[config.mk]
export PLATFORM = sky130hd
export DESIGN_NAME = iob_arb2
export DESIGN_NICKNAME = d
export VERILOG_FILES = /design/src/rtl/iob_arb2.sv
export SDC_FILE = /design/constraint.sdc
export NUM_CORES = 1
export LEC_CHECK = 0
export CELL_PAD_IN_SITES_DETAIL_PLACEMENT = 1
export CELL_PAD_IN_SITES_GLOBAL_PLACEMENT = 2
export CORE_AREA = 2 2 150 152
export CTS_BUF_LIST = sky130_fd_sc_hd__clkbuf_8
export DETAILED_ROUTE_END_ITERATION = 12
export DIE_AREA = 0 0 152 154
export HOLD_SLACK_MARGIN = 0.15
export PLACE_DENSITY_LB_ADDON = 0.1
export SYNTH_ARGS = -nofsm -noshare
export SYNTH_HDL_FRONTEND = slang
export SYNTH_SLANG_ARGS = --single-unit
[constraint.sdc]
create_clock -name clk -period 2.7 [get_ports clk]
set_clock_uncertainty 0.15 [all_clocks]
set_input_delay 0.54 -clock clk [delete_from_list [all_inputs] [get_ports clk]]
set_output_delay 0.54 -clock clk [all_outputs]
set_load 0.1 [all_outputs]
[src/rtl/iob_arb2.sv]
// iob_arb2: two-master round-robin arbiter for the native valid/ready bus.
// Serialises requests from m0/m1 onto one slave port, returns each response
// to the master that issued it, and aborts transactions the slave leaves
// unanswered for TIMEOUT cycles (TIMEOUT = 0 disables the watchdog).
module iob_arb2 #(
    parameter int ADDR_W    = 32,
    parameter int DATA_W    = 32,
    parameter int TIMEOUT   = 255,
    parameter int TIMEOUT_W = 8
) (
    input  logic                  clk,
    input  logic                  rstn,

    input  logic                  m0_valid,
    input  logic [ADDR_W-1:0]     m0_addr,
    input  logic [DATA_W-1:0]     m0_wdata,
    input  logic [DATA_W/8-1:0]   m0_wstrb,
    output logic [DATA_W-1:0]     m0_rdata,
    output logic                  m0_ready,
    output logic                  m0_err,

    input  logic                  m1_valid,
    input  logic [ADDR_W-1:0]     m1_addr,
    input  logic [DATA_W-1:0]     m1_wdata,
    input  logic [DATA_W/8-1:0]   m1_wstrb,
    output logic [DATA_W-1:0]     m1_rdata,
    output logic                  m1_ready,
    output logic                  m1_err,

    output logic                  s_valid,
    output logic [ADDR_W-1:0]     s_addr,
    output logic [DATA_W-1:0]     s_wdata,
    output logic [DATA_W/8-1:0]   s_wstrb,
    input  logic [DATA_W-1:0]     s_rdata,
    input  logic                  s_ready
);

    localparam logic ST_IDLE = 1'b0;
    localparam logic ST_BUSY = 1'b1;

    localparam logic [TIMEOUT_W-1:0] CNT_LIMIT = TIMEOUT_W'(TIMEOUT);
    localparam logic                 WDOG_EN   = (TIMEOUT != 0);

    logic                 state_q, state_d;
    logic                 grant_q, grant_d;   // master currently owning the slave
    logic                 last_q,  last_d;    // master served most recently
    logic [TIMEOUT_W-1:0] cnt_q,   cnt_d;     // BUSY cycles without a response

    logic busy;
    logic abort;
    logic done;

    assign busy  = (state_q == ST_BUSY);
    // The abort cycle takes precedence over any coincident s_ready.
    assign abort = busy && WDOG_EN && (cnt_q == CNT_LIMIT);
    assign done  = busy && (abort || s_ready);

    // Arbitration and transaction-tracking next-state logic.
    // NOTE: every variable gets a default at the top so no path leaves one unassigned and infers a latch.
    always_comb begin
        state_d = state_q;
        grant_d = grant_q;
        last_d  = last_q;
        cnt_d   = cnt_q;
        if (!busy) begin
            if (m0_valid || m1_valid) begin
                state_d = ST_BUSY;
                cnt_d   = '0;
                // Under contention the master that was not served last wins.
                grant_d = (m0_valid && m1_valid) ? ~last_q : m1_valid;
            end
        end else if (done) begin
            state_d = ST_IDLE;
            last_d  = grant_q;
        end else begin
            cnt_d = cnt_q + TIMEOUT_W'(1);
        end
    end

    // State registers; last resets to 1 so m0 wins the first contention.
    // NOTE: non-blocking assignments so every flop samples pre-edge values regardless of block order.
    always_ff @(posedge clk or negedge rstn) begin
        if (!rstn) begin
            state_q <= ST_IDLE;
            grant_q <= 1'b0;
            last_q  <= 1'b1;
            cnt_q   <= '0;
        end else begin
            state_q <= state_d;
            grant_q <= grant_d;
            last_q  <= last_d;
            cnt_q   <= cnt_d;
        end
    end

    // Request forwarding and response routing; all outputs are zero outside BUSY,
    // so an asynchronous reset clears them without waiting for a clock edge.
    always_comb begin
        s_valid  = 1'b0;
        s_addr   = '0;
        s_wdata  = '0;
        s_wstrb  = '0;
        m0_ready = 1'b0;
        m0_err   = 1'b0;
        m0_rdata = '0;
        m1_ready = 1'b0;
        m1_err   = 1'b0;
        m1_rdata = '0;
        if (busy && !abort) begin
            s_valid = 1'b1;
            s_addr  = grant_q ? m1_addr  : m0_addr;
            s_wdata = grant_q ? m1_wdata : m0_wdata;
            s_wstrb = grant_q ? m1_wstrb : m0_wstrb;
        end
        if (done) begin
            if (grant_q) begin
                m1_ready = 1'b1;
                m1_err   = abort;
                m1_rdata = abort ? '0 : s_rdata;
            end else begin
                m0_ready = 1'b1;
                m0_err   = abort;
                m0_rdata = abort ? '0 : s_rdata;
            end
        end
    end

endmodule

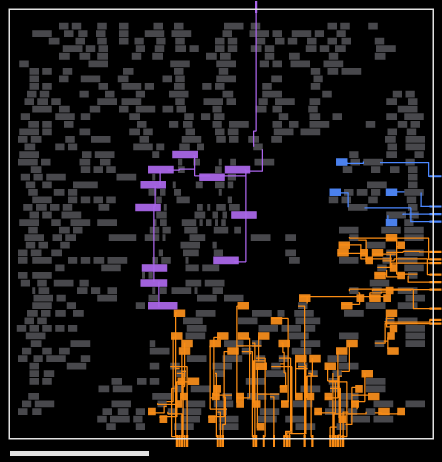
*Port wiring*
Bar = 50 µm.
rstn: drawn in purple, bits 1, direction input, edge top, end cells 11, buffers 1, wire 183 µm. s_rdata: drawn in orange, bits 32, direction input, edge 23 bottom, 9 right, end cells 64, buffers 32, wire 1510 µm. s_wstrb: drawn in blue, bits 4, direction output, edge right, end cells 4, buffers 4, wire 89.5 µm.
# IOs: 310
# port buffers: 309

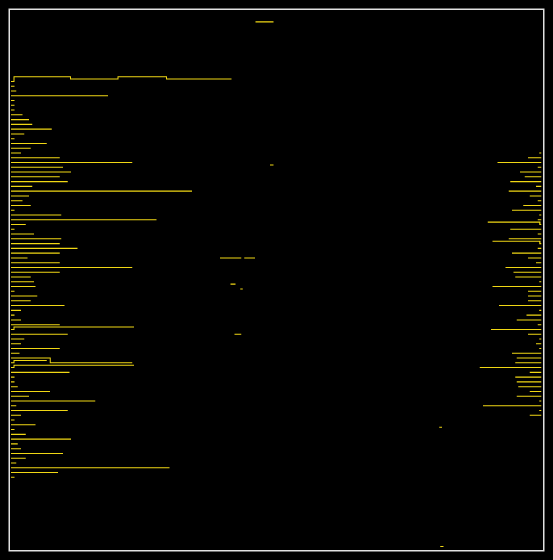
*The metal 3 layer*
The wires run mostly horizontal. The longest straight run is 51.3 µm.
WL final: 14780 µm
DR vias: 3491
met3 GRT Util: 4.481%

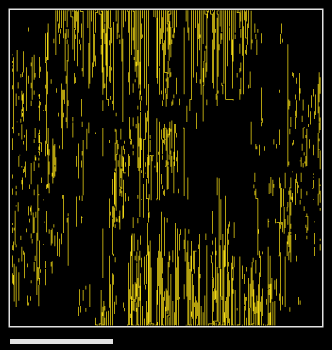
*The metal 2 layer*
Bar = 50 µm.
The longest straight run is 59.5 µm. The layer holds 57% of the routed length. The wires run mostly vertical. The layer carries 8450 µm of wire.
global-route met2 utilization: 22.99%

==> reports/metrics.cfg <==
[final_layout]
mostFrequentLayoutCells=171 x clkdlybuf4s50_1, 143 x buf_12, 69 x nor2_4
largest_register_ffs=8
finalNonFillerCells=880
ff_latch_area_um2=280.3
seq_area_share_pct=3.543
nonClockBufferCount=331
nMultiInputCombCells=249
largest-register=cnt_q
comb_area_um2=2437
comb_area_share_pct=30.81
layout_top_cell=clkdlybuf4s50_1

[worst_setup_path]
cp.depth=7
reg2regPathDepth=6
crit_chain=ha_2, and4_4, buf_6, a21o_4, clkbuf_16, nor2_4, buf_12
cp.buffers_inverters=3
r2r_setup_slack_ns=0.75
required_ns=2.01
r2r-end=cnt_q[2]
path_class=flip-flop to output port
slowest_delay_ns=0.40
crit_path_max_fanout=12
cp-endpoint=s_addr[19]
critical_path.endpoint_type=output port
critPathArrivalTime_ns=1.96
r2r_start=cnt_q[1]

[synth]
ys_area_um2=2142
synth.yosys.warnings=0
synth_top_cell_by_area=mux2i_1
synthAoiAreaFrac_pct=6.834
synthMuxAreaShare_pct=31.78
syn_nets=469
netlist_top_cells_count=73 x nor2_1, 68 x and3_1, 68 x mux2i_1, 20 x buf_2, 10 x dfrtp_1
syn_area_um2=2142
ys.flops=11
flop_cell=dfrtp_1
synth.most_common_cell=nor2_1
synthTopLogicFamily=simple AND/OR/NAND/NOR gates
syn-instance-count=295

[pwr]
swShare_pct=58.80
clock_power_mw=0.168
power.largest_group=combinational cells
p_comb_share_pct=90.8
p_per_area_nw_per_um2=606.8
seqPwrFrac_pct=5.7
clock_power_share_pct=3.5
switchingPower_mw=2.823
finalPower_mw=4.800
p_leak_nw=3.279

[clock_tree]
cts_buffer_depth=2
cts.reportedPaths.clkPinSlew_ns=0.05
numCtsBuffers=3
post_cts_buffers=6
cts_resized=15
cts_root_buf=clkbuf_8

[die]
fp_util_pct=9.877
tap-cell-count=280
die_h_um=154
core-area_um2=21690
dieArea_um2=23410

[run]
tool_warnings=29
max_cap_viol_count=0

[global_routing]
grt_pass1_wl_um=21850
groute.usage.overall_pct=11.75
grt_pass1_vias=3784
gr-total-overflow=0
grt_max_degree=67
antenna_found_initial=1

[final_timing]
worstMarginPinSlew_ns=0.5435
maxSlewViolCount=0
max_freq_ghz=0.3780

[run_status]
outcome=complete, no violations

[routing]
ant_nets=0
drt_iter0_markers=61

[placement]
gp_congestion=0.7662
place_inst=867
hpwlAfterDp_um=12230

[min_path]
whs_endpoint=cnt_q[7]

==> metrics by stage <==
stage	hold slack (ns)	util [%]	setup TNS, ns	setup WS [ns]	cell area, µm²
after CTS	0.3658	35.85	-0.6552	-0.03975	7775
final	0.3595	36.48	0	0.05416	7911
after global routing	0.3859	36.47	-0.1764	-0.01951	7909
after global placement	0.3249	35.11	0	0.02511	7615
after detailed placement	0.3533	35.11	-0.06836	-0.009803	7615
after floorplan	0.09441	-	-0.08345	-0.08345	2745
==> routing by layer <==
metal	up-vias	wire length, µm	GRT usage, %
li1	1664	-	-
met1	1669	4932	11.82
met2	149	8445	22.99
met3	9	1249	4.481
met4	0	155	2.225
met5	-	0	0
